**Metal layers overlaid**

(6 px per um)
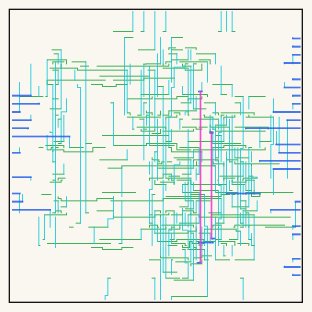
**Local utilization**

(8 px per um) 10 x 10 tiles, from black (low) to pale yellow (high), 0 to 100% covered.
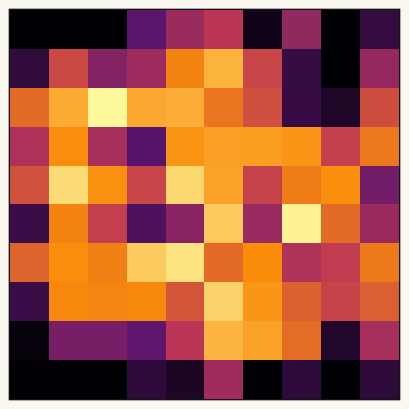
**Clock routing**

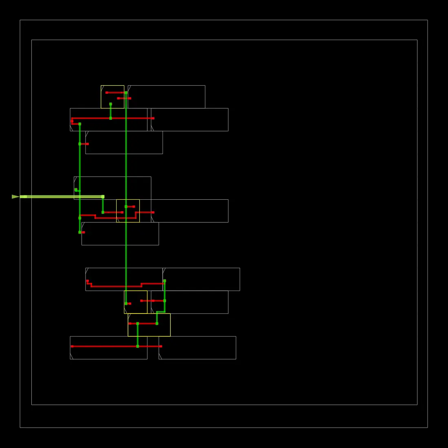
**Cells colored by class**

(6 px per um)
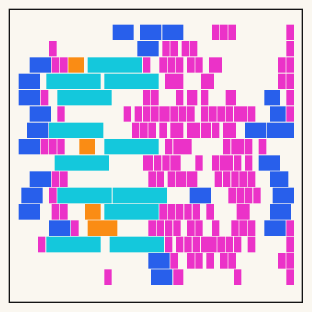
--- config.mk ---
export PLATFORM = sky130hd
export DESIGN_NAME = pipe_hazard_ctrl_flat
export DESIGN_NICKNAME = d
export VERILOG_FILES = /design/src/rtl/pipe_hazard_ctrl_pkg.sv /design/src/rtl/pipe_hazard_ctrl_if.sv /design/src/rtl/pipe_hazard_ctrl_hazard_cmp.sv /design/src/rtl/pipe_hazard_ctrl.sv /design/src/flat_wrapper.sv
export SDC_FILE = /design/constraint.sdc
export NUM_CORES = 1
export LEC_CHECK = 0
export ABC_AREA = 1
export CORE_UTILIZATION = 44
export DETAILED_ROUTE_END_ITERATION = 7
export PLACE_DENSITY = 0.83
export RECOVER_POWER = 50
export SYNTH_ARGS = -nofsm -noshare
export SYNTH_HDL_FRONTEND = slang
export SYNTH_SLANG_ARGS = --single-unit
--- constraint.sdc ---
create_clock -name clk -period 2.1 [get_ports clk]
set_input_delay 0.21 -clock clk [delete_from_list [all_inputs] [get_ports clk]]
set_output_delay 0.21 -clock clk [all_outputs]
set_load 0.03 [all_outputs]
--- src/rtl/pipe_hazard_ctrl_pkg.sv ---
// Shared types and encodings for the pipeline hazard controller.
package pipe_hazard_ctrl_pkg;

   localparam int REG_W = 5;

   typedef logic [REG_W-1:0] reg_t;

   // ALU operand source select
   typedef enum logic [1:0] {
      FWD_RF = 2'b00,
      FWD_S2 = 2'b01,
      FWD_S3 = 2'b10
   } fwd_sel_e;

   typedef enum logic {
      RUN   = 1'b0,
      STALL = 1'b1
   } state_e;

   // Shadow copy of a downstream instruction's register write
   typedef struct packed {
      logic we;
      reg_t rd;
   } slot_t;

   // Writes to r0 are discarded by the register file, so they never hazard
   function automatic logic slot_live(slot_t s);
      return s.we && (s.rd != '0);
   endfunction

endpackage

--- src/rtl/pipe_hazard_ctrl_if.sv ---
// Decode-stage hazard interface: decode instruction in, stall/forward controls out.
interface pipe_hazard_ctrl_if #(
   parameter int CNT_W = 16
);
   import pipe_hazard_ctrl_pkg::*;

   logic             id_valid;
   reg_t             id_rs1;
   reg_t             id_rs2;
   logic             id_use1;
   logic             id_use2;
   logic             id_we;
   reg_t             id_rd;
   logic             flush;
   logic             stall;
   logic             s2_bubble;
   logic [1:0]       fwd_a;
   logic [1:0]       fwd_b;
   logic [CNT_W-1:0] stall_cnt;
   logic             busy;

   modport master (
      output id_valid, id_rs1, id_rs2, id_use1, id_use2, id_we, id_rd, flush,
      input  stall, s2_bubble, fwd_a, fwd_b, stall_cnt, busy
   );

   modport slave (
      input  id_valid, id_rs1, id_rs2, id_use1, id_use2, id_we, id_rd, flush,
      output stall, s2_bubble, fwd_a, fwd_b, stall_cnt, busy
   );

endinterface

--- src/rtl/pipe_hazard_ctrl_hazard_cmp.sv ---
// Source-operand comparator: flags a match against each live shadow slot.
module hazard_cmp
   import pipe_hazard_ctrl_pkg::*;
(
   input  logic  use_i,
   input  reg_t  rs_i,
   input  slot_t slot2_i,
   input  slot_t slot3_i,
   output logic  hit2_o,
   output logic  hit3_o
);

   // use_i already carries decode-valid gating from the top
   always_comb begin
      hit2_o = use_i && slot_live(slot2_i) && (slot2_i.rd == rs_i);
      hit3_o = use_i && slot_live(slot3_i) && (slot3_i.rd == rs_i);
   end

endmodule

--- src/rtl/pipe_hazard_ctrl.sv ---
// RAW hazard controller for a 3-stage pipe: forwards or stalls based on
// shadow copies of the writes held in S2 and S3.
//
//   state | meaning
//   RUN   | no stall was asserted on the previous edge
//   STALL | a stall was asserted on the previous edge (busy=1)
module pipe_hazard_ctrl
   import pipe_hazard_ctrl_pkg::*;
#(
   parameter int FWD_EN = 1,
   parameter int CNT_W  = 16
) (
   input  logic               clk,
   input  logic               rst,
   pipe_hazard_ctrl_if.slave  hz
);

   slot_t            slot2_q, slot2_d;
   slot_t            slot3_q;
   state_e           state_q, state_d;
   logic [CNT_W-1:0] stall_cnt_q, stall_cnt_d;

   logic             hit2_a, hit3_a, hit2_b, hit3_b;
   logic             stall_c;
   logic [1:0]       fwd_a_c, fwd_b_c;

   hazard_cmp u_cmp_a (
      .use_i   (hz.id_valid & hz.id_use1),
      .rs_i    (hz.id_rs1),
      .slot2_i (slot2_q),
      .slot3_i (slot3_q),
      .hit2_o  (hit2_a),
      .hit3_o  (hit3_a)
   );

   hazard_cmp u_cmp_b (
      .use_i   (hz.id_valid & hz.id_use2),
      .rs_i    (hz.id_rs2),
      .slot2_i (slot2_q),
      .slot3_i (slot3_q),
      .hit2_o  (hit2_b),
      .hit3_o  (hit3_b)
   );

   // Resolve hazards: younger slot2 wins when both slots hold the same rd
   always_comb begin
      stall_c = 1'b0;
      fwd_a_c = FWD_RF;
      fwd_b_c = FWD_RF;
      if (FWD_EN != 0) begin
         if (hit2_a)      fwd_a_c = FWD_S2;
         else if (hit3_a) fwd_a_c = FWD_S3;
         if (hit2_b)      fwd_b_c = FWD_S2;
         else if (hit3_b) fwd_b_c = FWD_S3;
      end else begin
         stall_c = hit2_a | hit3_a | hit2_b | hit3_b;
      end
   end

   // Flush and stall both inject a bubble into S2
   always_comb begin
      slot2_d = '0;
      if (hz.id_valid && !stall_c && !hz.flush) begin
         slot2_d = slot_t'{we: hz.id_we, rd: hz.id_rd};
      end
   end

   // State follows the stall seen at the previous edge
   always_comb begin
      state_d = state_q;
      case (state_q)
         RUN:     if (stall_c)  state_d = STALL;
         STALL:   if (!stall_c) state_d = RUN;
         default: state_d = RUN;
      endcase
   end

   // Saturating stall counter
   always_comb begin
      stall_cnt_d = stall_cnt_q;
      if (stall_c && (stall_cnt_q != {CNT_W{1'b1}})) begin
         stall_cnt_d = stall_cnt_q + {{(CNT_W-1){1'b0}}, 1'b1};
      end
   end

   // Sequential state: shadow slots, FSM and counter
   always_ff @(posedge clk or posedge rst) begin
      if (rst) begin
         slot2_q     <= '0;
         slot3_q     <= '0;
         state_q     <= RUN;
         stall_cnt_q <= '0;
      end else begin
         slot2_q     <= slot2_d;
         slot3_q     <= slot2_q;
         state_q     <= state_d;
         stall_cnt_q <= stall_cnt_d;
      end
   end

   assign hz.stall     = stall_c;
   assign hz.s2_bubble = stall_c | hz.flush;
   assign hz.fwd_a     = fwd_a_c;
   assign hz.fwd_b     = fwd_b_c;
   assign hz.stall_cnt = stall_cnt_q;
   assign hz.busy      = (state_q == STALL);

endmodule

--- src/flat_wrapper.sv ---
// flat-port wrapper written by rule: the top's interface ports become plain ports
module pipe_hazard_ctrl_flat import pipe_hazard_ctrl_pkg::*;
#(
   parameter int FWD_EN = 1,
   parameter int CNT_W  = 16
)
  (clk, rst, hz_id_valid, hz_id_rs1, hz_id_rs2, hz_id_use1, hz_id_use2, hz_id_we, hz_id_rd, hz_flush, hz_stall, hz_s2_bubble, hz_fwd_a, hz_fwd_b, hz_stall_cnt, hz_busy);
  pipe_hazard_ctrl_if #(.CNT_W(CNT_W)) hz_i ();
  input  logic clk;
  input  logic rst;
  input wire logic [$bits(hz_i.id_valid)-1:0] hz_id_valid;
  input wire logic [$bits(hz_i.id_rs1)-1:0] hz_id_rs1;
  input wire logic [$bits(hz_i.id_rs2)-1:0] hz_id_rs2;
  input wire logic [$bits(hz_i.id_use1)-1:0] hz_id_use1;
  input wire logic [$bits(hz_i.id_use2)-1:0] hz_id_use2;
  input wire logic [$bits(hz_i.id_we)-1:0] hz_id_we;
  input wire logic [$bits(hz_i.id_rd)-1:0] hz_id_rd;
  input wire logic [$bits(hz_i.flush)-1:0] hz_flush;
  output wire logic [$bits(hz_i.stall)-1:0] hz_stall;
  output wire logic [$bits(hz_i.s2_bubble)-1:0] hz_s2_bubble;
  output wire logic [$bits(hz_i.fwd_a)-1:0] hz_fwd_a;
  output wire logic [$bits(hz_i.fwd_b)-1:0] hz_fwd_b;
  output wire logic [$bits(hz_i.stall_cnt)-1:0] hz_stall_cnt;
  output wire logic [$bits(hz_i.busy)-1:0] hz_busy;
  assign hz_i.id_valid = hz_id_valid;
  assign hz_i.id_rs1 = hz_id_rs1;
  assign hz_i.id_rs2 = hz_id_rs2;
  assign hz_i.id_use1 = hz_id_use1;
  assign hz_i.id_use2 = hz_id_use2;
  assign hz_i.id_we = hz_id_we;
  assign hz_i.id_rd = hz_id_rd;
  assign hz_i.flush = hz_flush;
  assign hz_stall = hz_i.stall;
  assign hz_s2_bubble = hz_i.s2_bubble;
  assign hz_fwd_a = hz_i.fwd_a;
  assign hz_fwd_b = hz_i.fwd_b;
  assign hz_stall_cnt = hz_i.stall_cnt;
  assign hz_busy = hz_i.busy;
  pipe_hazard_ctrl #(.FWD_EN(FWD_EN), .CNT_W(CNT_W)) u_core (.clk(clk), .rst(rst), .hz(hz_i));
endmodule
==> qor.yml <==
antenna_found_initial: 0
ys_area_um2: 955.9
grt_pass1_wl_mm: 3.070
timing.rr.start: "u_core.slot2_q[3]"
nets: 202
critPathLaunch: "hz_id_rs2[0]"
die_w_um: 48.61
met3_length_um: 103
clk_share_pct: 3.053
rsz0062_at_grt: "no"
drtIter0Drc: 10
start_kind: "input port"
logic_gates: 107
crit_chain: "clkdlybuf4s50_1, inv_1, nand2_1, nand2_1, nor2_2, nand3_1, nor2_2, dlygate4sd2_1"
syn_area_um2: 955.9
ctsRootBufferMaster: "clkbuf_4"
buf_share_pct: 21.58
p_leak_nw: 0.6928
nFillCells: 184
mostFrequentLayoutCells: "50 x nand2_1, 27 x inv_1, 21 x clkdlybuf4s50_1, 18 x nor2_1, 18 x conb_1"
hold_class: "in2async"
layout_top_cell: "nand2_1"
avgSynthCellArea_um2: 6.248
power_density_mw_per_mm2: 490.9
yosys_warnings: 0
drt-wirelength-per-cell_um: 8.830
cts_tree: "yes"
top_cell_area_share_pct: 31.41
status: "finished, final reports clean"
fmax_mhz: 542.5
met1_length_um: 767
cp-end-kind: "primary output"
n_all_buffers: 26
setup_viol: 0
edf_count: 0
ir_drop_mv: 0.4137
cts_buffer_depth: 2
top_area_cell: "dfrtp_1"
routed_via_density: 4.316
overflow: 0
dr.pass1.iters: 4
inverters: 30
remaining_drc_errors: 0
grt_max_degree: 13
areaGrowthSynthToFinish_pct: 24.35
period_minus_slack_ps: 1843
dpl.hpwl_mm: 1.537
mi_logic_area_um2: 449.2
fin_area_mm2: 0.001189
numSynthFlops: 12
htreeDepth: 1
cts_buffers: 3
regArea_um2: 300.3
hold_viol_final: 0
crit_required_ps: 1890
synth_top_cell_by_count: "nand2_1"
crit_path_top_delay_cell: "clkdlybuf4s50_1"
n_antenna_cell: 0
synth_cell_types: 15
postPlaceCellArea_mm2: 0.001151
ys_seq_share_pct: 31.41
synthTopCellsByCount: "50 x nand2_1, 27 x inv_1, 21 x buf_4"
postCtsSetupRepairBufs: 0
grt_pass1_vias: 820
crit_arrival_ps: 1630
clk_transition_reported_paths_ps: 70
fin_crit_sh_pct: 87.77
ios: 45
layout-drive-gt1-share_pct: 10.06
port_buffers: 26
slew_violations: 0
topCellsByArea: "dfrtp_1 31%, nand2_1 20%, buf_4 16%, inv_1 11%, nor2_1 7.1%"
flop_cell: "dfrtp_1"
vias: 889
num_tap_cells: 27
ctsHoldBuffers: 0
wl_met2_um: 901
chip_area_mm2: 0.002363
comb_share_pct: 37.79
postSynthCellCount: 153
top_layer: "met4"
async_reset_ff_share_pct: 100.0
gp_congestion: 0.8694
die_h_um: 48.61
yosys_cells: 153
setup.worst_path.class: "in2out"
path_max_fanout: 3
cpPeakStageDelay_ps: 510
final_antenna_net_count: 0
cts_resized: 1
dominant_cells: "combinational gates"
maxCapViolCount: 0
warnings: 26
Back to the opening pictures, 'metal layers overlaid':
M4 -> magenta  # wire length 46.2 um
M1 -> green  # wire length 768 um
M2 -> cyan  # wire length 902 um
M3 -> blue  # wire length 104 um
total track usage: 16.40%
final WL: 1.819 mm

Back to the opening pictures, 'local utilization':
fullest tile = 98%
emptiest ninth of the die = north-east
nearly empty tiles = 11%
mean over tiles = 49%
tiles over 75% full = 24%
fp util: 47.75%
final core occ: 59.38%
Core Region: 0.002002 mm2

Back to the opening pictures, 'clock routing':
clk_skew: 1.334 ps
Worst-Skew Late Latency: 260 ps
Clock Sinks: 12
flop count: 12
CLK BUF: 4

Back to the opening pictures, 'cells colored by class':
remaining logic cells -> magenta  # cells 137, share of their area 49%
clock drivers and dummy loads -> orange  # cells 4, share of their area 3.1%
registers -> cyan  # cells 12, share of their area 26%
remaining buffers and delay cells -> blue  # cells 26, share of their area 22%
# rows: 16
sequential cell area share: 25.26%

==> where the power goes <==
part | leakage (nW) | switching [W] | internal [W] | total [W]
registers | 0.161 | 0.0000106 | 0.000240 | 0.000250
logic | 0.510 | 0.0000990 | 0.0000603 | 0.000159
clock network | 0.0210 | 0.0000687 | 0.000105 | 0.000174
==> state kept, by name, summed over array words and instances (netlist names) <==
register        cells
u_core.slot2_q      6
u_core.slot3_q      6
==> through the flow <==
step | worst slack (ps) | cells | setup TNS, ps | hold slack (ps) | power, W
after floorplan | 688.7 | 170 | 0 | 74.70 | 0.0003818
after global placement | 35.57 | 202 | 0 | 398.6 | 0.0004103
after detailed placement | -20.82 | 202 | -20.82 | 398.6 | 0.0004142
after CTS | 20.17 | 206 | 0 | 238.4 | 0.0005927
after global routing | 163.9 | 206 | 0 | 403.9 | 0.0006209
final | 256.8 | 206 | 0 | 372.3 | 0.0005835
==> final timing paths <==
kind | end | slack, ps | cells past startpoint
worst max-delay path | hz_fwd_b[0] | 260 | 8
max in group asynchronous | u_core.slot3_q[0] | 1430 | 2
worst max register to register | u_core.slot3_q[3] | 1510 | 0
worst min register to register | u_core.slot3_q[5] | 410 | 0
min in group clk | u_core.slot3_q[5] | 410 | 0
worst min-delay path | u_core.slot2_q[2] | 370 | 2
==> worst max-delay path, delay by kind of cell <==
kind                   cells  cell delay [ps]
buffers and inverters      3              990
and+or+nand+nor            5              440
==> cells by family after synthesis <==
kind of cell	after synthesis	synth area share, %
AND/OR/NAND/NOR	84	36.26
buffers and inverters	51	28.27
flip-flops	12	31.41
AND-OR/OR-AND	4	2.749
XOR/XNOR	1	0.9164
other	1	0.3923
==> routing by layer <==
layer	vias up	track usage, %
met5	-	0
met4	0	8.333
met3	4	0.9434
met2	41	30.79
met1	387	18.43
li1	457	-
Power figures rest on the tool's default switching activity, not on a simulated workload.
